**Run 1: clock distribution**

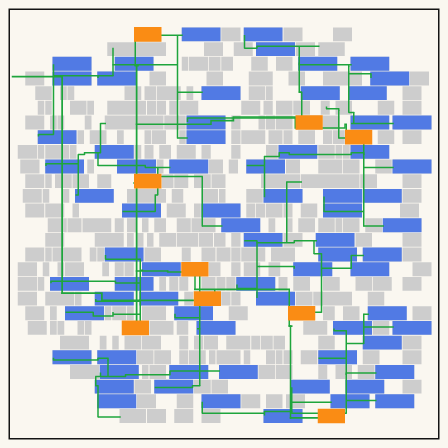
**Run 1: cells colored by class**

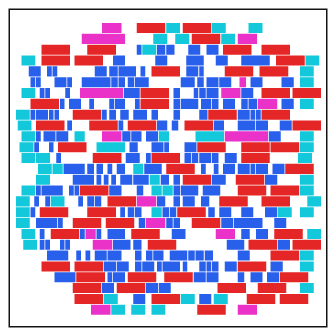
**Run 1: metal layers overlaid**

Two of the layers only.
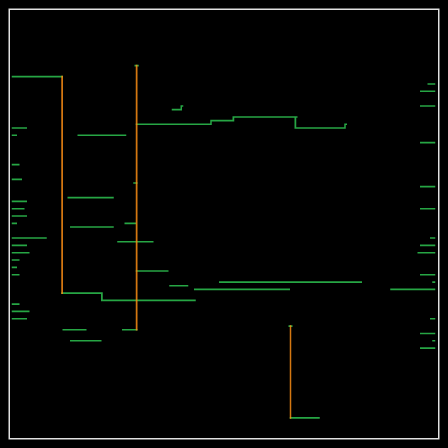
$ cat src/rtl/dht11_bcd_conv_if.sv
// Bundle of DHT11 driver inputs and BCD result outputs for dht11_bcd_conv.
// The driver side uses the master modport and the converter uses the slave modport.
interface dht11_bcd_conv_if #(
  parameter int BYTE_SZ  = 8,
  parameter int VALUE_SZ = 2 * BYTE_SZ
);
  logic [VALUE_SZ-1:0] I_VALUE;
  logic                I_CONV;
  logic                I_ERR;
  logic [11:0]         O_HUM_BCD;
  logic [11:0]         O_TEMP_BCD;
  logic                O_VALID;
  logic                O_BUSY;
  logic                O_ERR;

  modport master (
    output I_VALUE, I_CONV, I_ERR,
    input  O_HUM_BCD, O_TEMP_BCD, O_VALID, O_BUSY, O_ERR
  );

  modport slave (
    input  I_VALUE, I_CONV, I_ERR,
    output O_HUM_BCD, O_TEMP_BCD, O_VALID, O_BUSY, O_ERR
  );
endinterface

$ cat src/rtl/dht11_bcd_conv.sv
// Converts DHT11 humidity/temperature bytes to 3-digit BCD.
// Both bytes run through double-dabble in parallel, one bit per clock.
module dht11_bcd_conv #(
  parameter int BYTE_SZ  = 8,
  parameter int VALUE_SZ = 2 * BYTE_SZ
) (
  input  logic             CLK,
  input  logic             RST,
  dht11_bcd_conv_if.slave  bus
);
  localparam int CNT_W = $clog2(BYTE_SZ + 1);

  typedef enum logic [1:0] {IDLE, SHIFT, DONE} state_t;

  state_t                    state_q, state_d;
  logic [CNT_W-1:0]          cnt_q, cnt_d;
  logic [1:0][11:0]          bcd_q, bcd_d, bcd_step;
  logic [1:0][BYTE_SZ-1:0]   bin_q, bin_d, bin_step, bin_load;
  logic [11:0]               hum_q, hum_d, temp_q, temp_d;
  logic                      valid_q, valid_d;
  logic                      err_q, err_d;

  // Channel 1 is humidity (upper byte), channel 0 is temperature (lower byte).
  assign bin_load[1] = bus.I_VALUE[VALUE_SZ-1 -: BYTE_SZ];
  assign bin_load[0] = bus.I_VALUE[BYTE_SZ-1:0];

  genvar gi;
  generate
    for (gi = 0; gi < 2; gi++) begin : g_dabble
      logic [10:0] adj;
      // The hundreds digit's top bit is shifted out, so only its low 3 bits are kept.
      always_comb begin
        for (int d = 0; d < 2; d++) begin
          adj[4*d +: 4] = (bcd_q[gi][4*d +: 4] >= 4'd5) ? bcd_q[gi][4*d +: 4] + 4'd3
                                                         : bcd_q[gi][4*d +: 4];
        end
        adj[10:8] = bcd_q[gi][10:8] + ((bcd_q[gi][11:8] >= 4'd5) ? 3'd3 : 3'd0);
      end
      assign bcd_step[gi] = {adj, bin_q[gi][BYTE_SZ-1]};
      assign bin_step[gi] = {bin_q[gi][BYTE_SZ-2:0], 1'b0};
    end
  endgenerate

  always_comb begin
    state_d = state_q;
    cnt_d   = cnt_q;
    bcd_d   = bcd_q;
    bin_d   = bin_q;
    hum_d   = hum_q;
    temp_d  = temp_q;
    valid_d = 1'b0;
    err_d   = err_q;
    case (state_q)
      IDLE: begin
        if (bus.I_CONV) begin
          if (bus.I_ERR) begin
            err_d = 1'b1;
          end else begin
            bin_d   = bin_load;
            bcd_d   = '0;
            cnt_d   = '0;
            state_d = SHIFT;
          end
        end
      end
      SHIFT: begin
        bcd_d = bcd_step;
        bin_d = bin_step;
        cnt_d = cnt_q + 1'b1;
        if (cnt_q == CNT_W'(BYTE_SZ - 1)) begin
          state_d = DONE;
        end
      end
      DONE: begin
        hum_d   = bcd_q[1];
        temp_d  = bcd_q[0];
        valid_d = 1'b1;
        err_d   = 1'b0;
        state_d = IDLE;
      end
      default: state_d = IDLE;
    endcase
  end

  always_ff @(posedge CLK) begin
    if (RST) begin
      state_q <= IDLE;
      cnt_q   <= '0;
      bcd_q   <= '0;
      bin_q   <= '0;
      hum_q   <= '0;
      temp_q  <= '0;
      valid_q <= 1'b0;
      err_q   <= 1'b0;
    end else begin
      state_q <= state_d;
      cnt_q   <= cnt_d;
      bcd_q   <= bcd_d;
      bin_q   <= bin_d;
      hum_q   <= hum_d;
      temp_q  <= temp_d;
      valid_q <= valid_d;
      err_q   <= err_d;
    end
  end

  assign bus.O_HUM_BCD  = hum_q;
  assign bus.O_TEMP_BCD = temp_q;
  assign bus.O_VALID    = valid_q;
  assign bus.O_BUSY     = (state_q != IDLE);
  assign bus.O_ERR      = err_q;
endmodule

$ cat src/flat_wrapper.sv
// flat-port wrapper written by rule: the top's interface ports become plain ports
module dht11_bcd_conv_flat 
#(
  parameter int BYTE_SZ  = 8,
  parameter int VALUE_SZ = 2 * BYTE_SZ
)
  (CLK, RST, bus_I_VALUE, bus_I_CONV, bus_I_ERR, bus_O_HUM_BCD, bus_O_TEMP_BCD, bus_O_VALID, bus_O_BUSY, bus_O_ERR);
  dht11_bcd_conv_if #(.BYTE_SZ(BYTE_SZ), .VALUE_SZ(VALUE_SZ)) bus_i ();
  input  logic CLK;
  input  logic RST;
  input wire logic [$bits(bus_i.I_VALUE)-1:0] bus_I_VALUE;
  input wire logic [$bits(bus_i.I_CONV)-1:0] bus_I_CONV;
  input wire logic [$bits(bus_i.I_ERR)-1:0] bus_I_ERR;
  output wire logic [$bits(bus_i.O_HUM_BCD)-1:0] bus_O_HUM_BCD;
  output wire logic [$bits(bus_i.O_TEMP_BCD)-1:0] bus_O_TEMP_BCD;
  output wire logic [$bits(bus_i.O_VALID)-1:0] bus_O_VALID;
  output wire logic [$bits(bus_i.O_BUSY)-1:0] bus_O_BUSY;
  output wire logic [$bits(bus_i.O_ERR)-1:0] bus_O_ERR;
  assign bus_i.I_VALUE = bus_I_VALUE;
  assign bus_i.I_CONV = bus_I_CONV;
  assign bus_i.I_ERR = bus_I_ERR;
  assign bus_O_HUM_BCD = bus_i.O_HUM_BCD;
  assign bus_O_TEMP_BCD = bus_i.O_TEMP_BCD;
  assign bus_O_VALID = bus_i.O_VALID;
  assign bus_O_BUSY = bus_i.O_BUSY;
  assign bus_O_ERR = bus_i.O_ERR;
  dht11_bcd_conv #(.BYTE_SZ(BYTE_SZ), .VALUE_SZ(VALUE_SZ)) u_core (.CLK(CLK), .RST(RST), .bus(bus_i));
endmodule
$ cat config.mk
export PLATFORM = sky130hd
export DESIGN_NAME = dht11_bcd_conv_flat
export DESIGN_NICKNAME = d
export VERILOG_FILES = /design/src/rtl/dht11_bcd_conv_if.sv /design/src/rtl/dht11_bcd_conv.sv /design/src/flat_wrapper.sv
export SDC_FILE = /design/constraint.sdc
export NUM_CORES = 1
export LEC_CHECK = 0
export CORE_UTILIZATION = 52
export DETAILED_ROUTE_END_ITERATION = 10
export HOLD_SLACK_MARGIN = 0.05
export PLACE_DENSITY = 0.77
export SLEW_MARGIN = 10
export SYNTH_ARGS = -nofsm -noshare
export SYNTH_HDL_FRONTEND = slang
export SYNTH_SLANG_ARGS = --single-unit
$ cat constraint.sdc
create_clock -name CLK -period 2.3 [get_ports CLK]
set_input_delay 0.345 -clock CLK [delete_from_list [all_inputs] [get_ports CLK]]
set_output_delay 0.345 -clock CLK [all_outputs]
set_load 0.005 [all_outputs]
==> flow_summary.yaml, run 1 <==
# implementation run metrics
outcome:
  status: "finished, final reports clean"
finish:
  drive_gt1_share_pct: 10.96
  comb_area_sq_um: 1449
  buf_share_pct: 14.58
  nets: 384
  num-fill-cells: 441
  area_growth_pct: 23.62
  fin_cells: 428
  seq_area_sq_um: 1441
  comb_cells: 199
  comb_area_share_pct: 37.70
  final_layout_top_logic_cells: "dfxtp_1, clkdlybuf4s50_1, a22o_1"
  n_clock_buffer: 11
  largestClassByArea: "multi-input combinational cells"
  buffers: 56
  inverters: 13
synth:
  ys_ff: 72
  synth_top_cell_by_area: "dfxtp_1"
  syn-num-nets: 337
  synth-xor-area-share_pct: 2.535
  async_flop_share_pct: 0
  synth.top_cell.area_share_pct: 46.36
  yosys.area_share.simple_pct: 13.32
  synth-edff-count: 0
  aoi_share_pct: 23.38
  ys_warn_count: 0
  synth-main-ff-cell: "dfxtp_1"
  top_cells_by_area: "dfxtp_1, a22o_1, ha_1"
  syn_inst: 304
  syn-cell-area_sq_um: 3109
  common_cells: "dfxtp_1, a22o_1, nand2_1"
  most_common_cell: "dfxtp_1"
route:
  drtAntennaViolNets: 0
  wl_met3_um: 256
  drc: 0
  dr.pass1.iters: 4
  met1_length_um: 2774
worst_setup_path:
  path_cells: "nor2_1 -> inv_1 -> clkdlybuf4s50_1"
  r2r_cells: 6
  arrival_ns: 1.59
  crit_family: "flip-flops"
  cp-end-kind: "output port"
  r2r_setup_slack_ns: 0.60
  max_stage_delay_ns: 0.57
  path_depth: 3
final_timing:
  holdWs_ns: 0.4709
  setup_violations: 0
  layout_setup_ws_ns: 0.3627
  maxSlewViolCount: 0
  min_period_ns: 1.937
  maxSlewHeadroom_pct: 52.59
  fin_crit_sh_pct: 84.23
  rsz0062_at_grt: "no"
  worst_pin_slew_ns: 0.7097
  finalHoldViolCount: 0
power:
  swShare_pct: 21.68
  p_int_mw: 2.143
  power_frac_comb_pct: 7.2
  p_leak_nw: 1.526
  powerComb_mw: 0.197
  p_per_area_nw_per_um2: 712.0
  p_sw_mw: 0.5934
floorplan:
  die_h_um: 79.33
  initCoreUtil_pct: 55.11
  die_w_um: 79.33
  tap_cells: 72
  ioPinCount: 47
global_route:
  grt.busiest_layer: "met2"
  overflow: 0
  globalRouteMet3Util_pct: 5.517
  grtUsageMet2_pct: 34.57
worst_hold_path:
  holdPathStages: 2
  worstHoldStart: "u_core.bin_q[0]$_SDFFE_PP0P_"
  holdCritPathClass: "register to register"
clocking:
  cts_tree: "built"
  numCtsBuffers: 9
  cts_resized: 0
  root_buffer: "clkbuf_8"
  htree_levels: 3
  clk_pin_slew_worst_paths_ns: 0.08
  clk_path_buf_depth: 2
place:
  placed_cells: 412
flow_run:
  log.warning_count: 30
Notes on 'clock distribution' above:
Key: orange = cells driving clock nets [count 9]; blue = flip-flops [count 72]; green = clock wires [length 881 um]
There are 10 routed clock nets.
Latency at later pin: 0.34 ns
Clk network pwr share: 45.5%
clock-net power: 1.25 mW
clock skew: 0.006378 ns

Notes on 'cells colored by class' above:
Key: magenta = clock drivers and dummy loads [cells 16]; red = flip-flops [cells 72]; blue = all other logic [cells 212]; cyan = other buffers and delay cells [cells 56]
core area: 5642 sq um
Final Cell Area: 3844 sq um
Seq/total area: 37.50%
Rows: 27
Core Util, Final: 68.13%

Notes on 'metal layers overlaid' above:
Key: orange = met4 [wire length 106 um]; green = met3 [wire length 257 um]
Total Routing Usage GR: 21.07%
WL/cell: 13.92 um
wirelength, routed: 5958 um
Via Count: 2351

run 1: flip-flops by register name, summed over array words and instances (netlist names):
signal	flops
u_core.state_q	2
u_core.bus.O_ERR	1
u_core.bus.O_VALID	1
u_core.bus.O_TEMP_BCD	12
u_core.bus.O_HUM_BCD	12
u_core.bin_q	14
u_core.bcd_step	2
u_core.bcd_q	24
u_core.cnt_q	4
run 1: worst max path at each step:
stage	endpoint	slack (ns)
after floorplan	u_core.bcd_q[23]$_SDFFE_PP0P_	0.73
after global placement	u_core.bin_q[4]$_SDFFE_PP0P_	0.36
after detailed placement	u_core.bin_q[9]$_SDFFE_PP0P_	0.31
after CTS	bus_O_BUSY	0.33
after global routing	bus_O_BUSY	0.22
final	bus_O_BUSY	0.36
**Run 1: ports around the boundary**

Pins as bars across the die edge, other pins in gray.
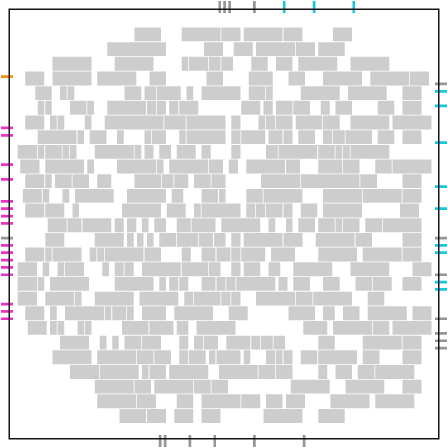

==> run 2: changes to the inputs <==
--- a/config.mk
+++ b/config.mk
@@ -5,10 +5,10 @@
 export SDC_FILE = /design/constraint.sdc
 export NUM_CORES = 1
 export LEC_CHECK = 0
-export CORE_UTILIZATION = 52
+export CORE_UTILIZATION = 48
 export DETAILED_ROUTE_END_ITERATION = 10
 export HOLD_SLACK_MARGIN = 0.05
-export PLACE_DENSITY = 0.77
+export PLACE_DENSITY = 0.75
 export SLEW_MARGIN = 10
 export SYNTH_ARGS = -nofsm -noshare
 export SYNTH_HDL_FRONTEND = slang
==> constraint.sdc (replaced) <==
create_clock -name CLK -period 1.6 [get_ports CLK]
set_input_delay 0.24 -clock CLK [delete_from_list [all_inputs] [get_ports CLK]]
set_output_delay 0.24 -clock CLK [all_outputs]
set_load 0.005 [all_outputs]
**Run 2: ports around the boundary**

Pins as bars across the die edge, other pins in gray.
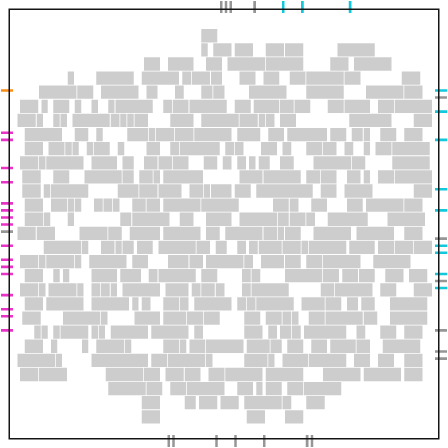
Key: magenta = `bus_I_VALUE` [pins 16, direction input, edge left]; orange = `CLK` [pins 1, direction input, edge left]; cyan = `bus_O_TEMP_BCD` [pins 12, direction output, edge 9 right, 3 top]
All pins by edge: 18 left, 15 right, 7 top, 7 bottom.
Die H: 82.49 um
Port Buf Inserts: 46
die width: 82.49 um

**Run 2: metal layers overlaid**

Two of the layers only.
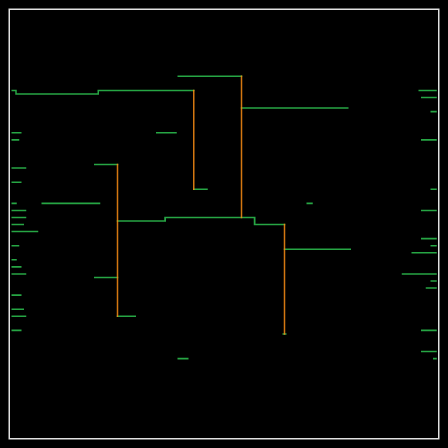
Key: green = met3 [wire length 218 um]; orange = met4 [wire length 96.6 um]
Via Count: 2434
WL/cell: 13.59 um

==> run 2 against run 1 <==
  * Clock skew fell by 0.0011 ns
  * Clock power rose by 31%
  * Final cell count rose by 4.9%
  * Non-clock buffer count rose by 18
  * Global-route usage rose by 0.23 points
  * Area after synthesis did not move
  * Worst setup slack got worse by 0.27 ns
  * Sequential power rose by 44%
  * Power rose by 39%
  * Largest power group unchanged
==> flow_summary.yaml, run 2 <==
# implementation run metrics
worst_setup_path:
  path_cells: "o21ai_1 -> nand2b_1 -> ha_1 -> fa_2 -> xor2_1 -> a22o_1"
  arrival_ns: 1.76
  crit_fanout: 2
  path_depth: 6
  cp-endpoint: "u_core.bcd_q[23]$_SDFFE_PP0P_"
  cp_data_required_time_ns: 1.85
  cp-start-kind: "register"
  r2r-start: "u_core.bcd_q[20]$_SDFFE_PP0P_"
  r2r-end: "u_core.bcd_q[23]$_SDFFE_PP0P_"
  r2r_setup_slack_ns: 0.09
  max_stage_delay_ns: 0.34
  cp-end-kind: "register"
  crit_family: "adder cells"
  cp_num_buf_inv: 0
  r2r_cells: 6
finish:
  clockNetworkAreaShare_pct: 5.654
  drive_gt1_share_pct: 18.45
  area_growth_pct: 29.54
  sh_seq_area_pct: 35.91
  top_regs: "u_core.bcd_q: 24 flops, u_core.bin_q: 14 flops"
  n_antenna_cell: 0
  inverters: 13
  buffers: 74
  design_area_sq_um: 4028
  comb_area_share_pct: 36.75
  seq_area_sq_um: 1446
  largest_register_ffs: 24
  largestClassByArea: "multi-input combinational cells"
  n_clock_buffer: 10
  buf_share_pct: 18.14
  fin_cells: 449
  flop-count: 72
  comb_area_sq_um: 1480
  nets: 402
  final_common_cell: "dfxtp_1"
  top_register: "u_core.bcd_q"
  num-fill-cells: 510
  final_layout_top_logic_cells: "dfxtp_1, clkdlybuf4s50_1, a22o_1"
  comb_cells: 199
floorplan:
  initCoreUtil_pct: 51.01
  ioPinCount: 47
  die_area_sq_um: 6804
  tap_cells: 75
  coreArea_sq_um: 6096
  num_rows: 28
power:
  maxPowerGroup: "sequential cells"
  ir_worst_vdd_uv: 749.6
  power_frac_comb_pct: 8.5
  powerComb_mw: 0.323
  p_leak_nw: 1.620
  p_per_area_nw_per_um2: 947.2
  p_clk_mw: 1.64
  p_sw_mw: 0.8960
  p_clk_share_pct: 42.9
  p_int_mw: 2.919
  swShare_pct: 23.48
final_timing:
  fin_crit_sh_pct: 94.36
  worst_pin_slew_ns: 0.6756
  layout_setup_ws_ns: 0.09029
  rsz0062_at_grt: "no"
  holdWs_ns: 0.4550
  setup_violations: 0
  min_period_ns: 1.510
  max_freq_ghz: 0.6624
  finalHoldViolCount: 0
  skew_ns: 0.005327
  maxSlewHeadroom_pct: 54.86
  maxSlewViolCount: 0
clocking:
  clk_path_buf_depth: 2
  cts_resized: 7
  hold_buffers: 0
  post_cts_buffers: 2
  cts_tree: "built"
  clk_latency_ns: 0.35
  clk_pin_slew_worst_paths_ns: 0.08
  numCtsBuffers: 9
  htree_levels: 3
  root_buffer: "clkbuf_8"
synth:
  syn-cell-area_sq_um: 3109
  async_flop_share_pct: 0
  synth-edff-count: 0
  common_cells: "dfxtp_1, a22o_1, nand2_1"
  synth-main-ff-cell: "dfxtp_1"
  top_cells_by_area: "dfxtp_1, a22o_1, ha_1"
  ys_ff: 72
  ys_warn_count: 0
  most_common_cell: "dfxtp_1"
  synth_cell_type_count: 41
  avgSynthCellArea_sq_um: 10.23
  synth.top_cell.area_share_pct: 46.36
  syn_inst: 304
  ys_seq_share_pct: 46.36
  syn-num-nets: 337
  ys_area_sq_um: 3109
  synth_top_cell_by_area: "dfxtp_1"
outcome:
  status: "finished, final reports clean"
global_route:
  grt_pass1_wl_um: 10690
  overflow: 0
  grt_antenna_before_repair: 0
  first_global_vias: 2349
worst_hold_path:
  holdPathStages: 2
  worstHoldStart: "u_core.bin_q[8]$_SDFFE_PP0P_"
  holdCritPathClass: "register to register"
  min_to: "u_core.bin_q[8]$_SDFFE_PP0P_"
route:
  drc: 0
  wirelength_um: 6102
  dr.pass1.iters: 4
  drtAntennaViolNets: 0
place:
  placed_cells: 431
  place.gp.congestion: 0.7786
  dp.final_hpwl_um: 4170
flow_run:
  log.warning_count: 30
**Run 2: routing congestion map**

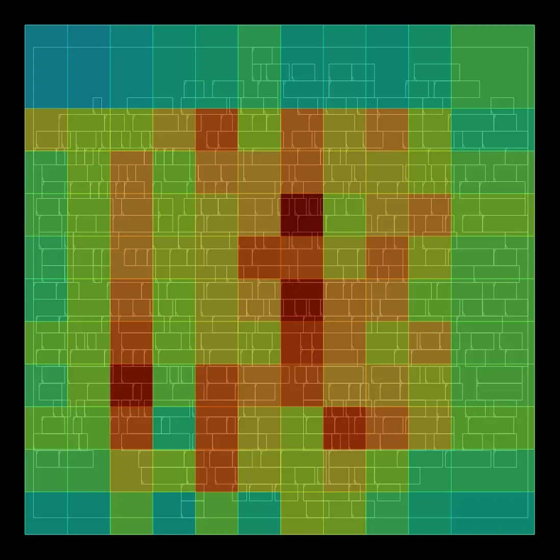
GR peak layer: met2
Total Routing Usage GR: 21.30%
met2 usage: 37.19%
met3 GRT Util: 6.154%

run 2: cell counts after synthesis:
Identical to the previous run, type by type.
run 2: cells by family after synthesis:
family,after synthesis,share of synthesized area (%)
simple gates,82,13.32
xor+xnor,9,2.535
compound gates,90,23.38
flops,72,46.36
mux,5,1.650
fa+ha+maj,13,5.714
buf+inv,33,7.042
run 2: worst min-delay path: stages, from the launching register on:
cell and delay (ns):
dfxtp_1 0.31, nand2_1 0.05, a21oi_1 0.05
run 2: metal layers:
metal  GRT usage, %  routed length, um
met1          24.32               2733
met3          6.154                218
met4          8.421                 96
met5              0                  0
met2          37.19               3055
run 2: stage by stage:
stage	setup TNS (ns)	util, %
after floorplan	0	-
after global placement	-12.01	61.33
after detailed placement	-12.47	61.33
after CTS	0	65.56
after global routing	0	66.07
final	0	66.07
Power and IR drop assume default switching activity.
